==> config.mk <==
export PLATFORM = sky130hd
export DESIGN_NAME = cla_nibble_seq_flat
export DESIGN_NICKNAME = d
export VERILOG_FILES = /design/src/rtl/cla_nibble_seq_if.sv /design/src/rtl/cla_nibble_seq.sv /design/src/flat_wrapper.sv
export SDC_FILE = /design/constraint.sdc
export NUM_CORES = 1
export LEC_CHECK = 0
export CAP_MARGIN = 5
export CORE_MARGIN = 2
export CORE_UTILIZATION = 32
export DETAILED_ROUTE_END_ITERATION = 16
export PLACE_DENSITY = 0.51
export SETUP_SLACK_MARGIN = 0.5
export SYNTH_ARGS = -nofsm -noshare
export SYNTH_HDL_FRONTEND = slang
export SYNTH_SLANG_ARGS = --single-unit
==> constraint.sdc <==
create_clock -name clk -period 2.81 [get_ports clk]
set_input_delay 0.562 -clock clk [delete_from_list [all_inputs] [get_ports clk]]
set_output_delay 0.562 -clock clk [all_outputs]
set_load 0.01 [all_outputs]
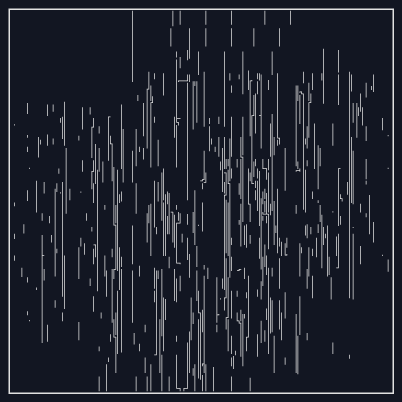
(metal 2)
Scale: 4 px per µm.
share of all routed wire: 45%
wire length on this layer: 2660 µm
nets with wire on the layer: 278
main direction: vertical
DR vias: 1837
Routed WL: 5.845 mm
met2 Resource Use GR: 21.68%

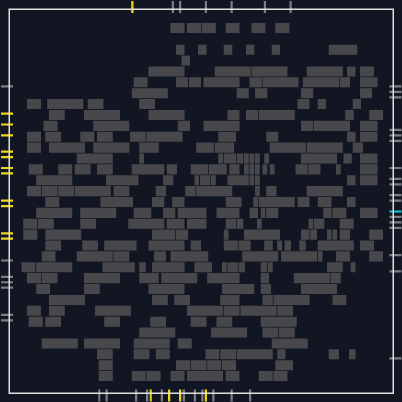
(pin placement)
Scale: 4 px per µm. Pins as bars across the die edge, other pins in gray.
| color | port | pins | direction | edge |
|---|---|---|---|---|
| yellow | `bus_B` | 16 | input | 11 left, 4 bottom, 1 top |
| cyan | `bus_in_valid` | 1 | input | right |
all pins by edge: 18 left, 18 right, 15 bottom, 7 top
Chip Height: 95.60 µm
total of buffers placed on input and output ports: 57
Die Span X: 95.60 µm

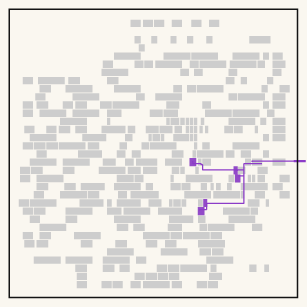
(nets reached from selected ports)
Scale: 3 px per µm.
| color | port | bits | direction | edge | end cells | buffers | wire |
|---|---|---|---|---|---|---|---|
| purple | `bus_in_valid` | 1 | input | right | 5 | 1 | 73.1 µm |
I/O pin count: 58

==> run summary <==
Synthesis and place-and-route results.

- The setup TNS is 0 ns.
- The number of antenna violations at the first check in global routing came to 0.
- The number of global-route vias before repair is 1923.
- The power density over the cells is 1325 mW/mm².
- STA classifies the critical path endpoint as a flop.
- The cell leakage power is 1.663 nW.
- STA puts the critical path data arrival time at 2.53 ns.
- The maximum single-stage delay on the critical path is 0.53 ns.
- The logic area is 0.001303 mm².
- According to the floorplan report, the total die area is 0.009139 mm².
- The timing report attributes the biggest portion of critical-path delay to AND-OR/OR-AND gates.
- The startpoint class of the critical path is a flop.
- After synthesis, the share of flip-flops with an asynchronous set or reset is 100.0%.
- The tap cell instance count is 105.
- The area growth from synthesis to layout is 35.14%.
- Counting flops and latches in the post-synthesis netlist gives 55.
- Entering global routing, the biggest net connects 56 pins.
- The clock-pin slew reported for the worst setup and hold paths after clock tree synthesis is 0.10 ns.
- Routing resource usage on met1 recorded by global route was 20.03%.
- The met2 wire length is 2.657 mm.
- The top cell types in the final layout, fill and taps aside, are sky130_fd_sc_hd__dfrtp_1 (54), sky130_fd_sc_hd__clkdlybuf4s50_1 (47), sky130_fd_sc_hd__mux2_2 (32), sky130_fd_sc_hd__nand2_1 (16), sky130_fd_sc_hd__a22o_1 (16).
- The number of placed cells counting well taps is 366.
- In the final layout, flip-flops and latches occupy 0.001378 mm².
- Per the detail_route report, DRC violations left total 0.
- Static timing analysis puts the maximum clock frequency at 0.4281 GHz.
- The count of warnings emitted by yosys is 0.
- The per-cell routed wire length is 15.34 µm.
- The non-clock inverter instance count of the final layout is 5.
- Yosys mapped a number of flops with a built-in enable equal to 0.
- The tally of non-filler cells in the final layout is 381.
- The clock net in this run drives a total of 55 sinks.
- The master of the slowest instance on the critical path is sky130_fd_sc_hd__mux4_2.
- Nets still carrying antenna violations after routing amount to 0.
- Per the OpenROAD floorplan log, the area of the core is 0.008175 mm².
- Per the detailed placement report, the placed cell area equals 0.003410 mm².
- The post-synthesis instance area is 0.002685 mm².
- The classification of the worst setup path is flop to flop.
- The logic depth of the worst setup path including buffers is 6.
- Routability-driven placement finished with a final weighted congestion of 0.7631.
- The combinational fraction of the cell area is 35.90%.
- The synthesis report lists the most area-consuming cells as sky130_fd_sc_hd__dfrtp_1 (51%), sky130_fd_sc_hd__mux2_2 (13%), sky130_fd_sc_hd__mux4_2 (6.7%).
- In the finished layout, the clock tree contains a buffer count of 7.
- The final timing report lists a max-slew violation count of 0.
- The final antenna diode tally reported by the flow is 0.
- According to the report, the first pass of detailed routing completed in 4 iterations.
- The sequential cell count of the final layout is 55.
- The dominant register cell is sky130_fd_sc_hd__dfrtp_1.
- The overflow left after global routing is 0.
- The floorplan row count is 33.
- The run finished with clean final reports.
- The most frequently used library cell after synthesis is sky130_fd_sc_hd__dfrtp_1.
- The peak supply drop is 0.0006202 V.
[per-stage QoR]
stage	utilization (%)	worst slack (ns)
2_1_floorplan	-	0.4943
3_3_place_gp	41.70	0.5094
3_5_place_dp	41.70	0.4641
4_1_cts	43.33	0.4579
5_1_grt	44.38	0.3913
6_report	44.38	0.4743
[cells by family after synthesis]
group / after synthesis / synth area share [%]
flops: 55 / 51.26
simple gates: 51 / 10.48
mux: 40 / 20.13
compound gates: 32 / 9.506
buf+inv: 14 / 2.703
fa+ha+maj: 10 / 4.940
xor+xnor: 3 / 0.9787
[where the power goes]
| part | switching, mW | internal [mW] | total (mW) |
|---|---|---|---|
| combinational | 1.37 | 1.59 | 2.97 |
| sequential | 0.255 | 1.16 | 1.41 |
| clock | 0.250 | 0.176 | 0.426 |
Power figures rest on the tool's default switching activity, not on a simulated workload.
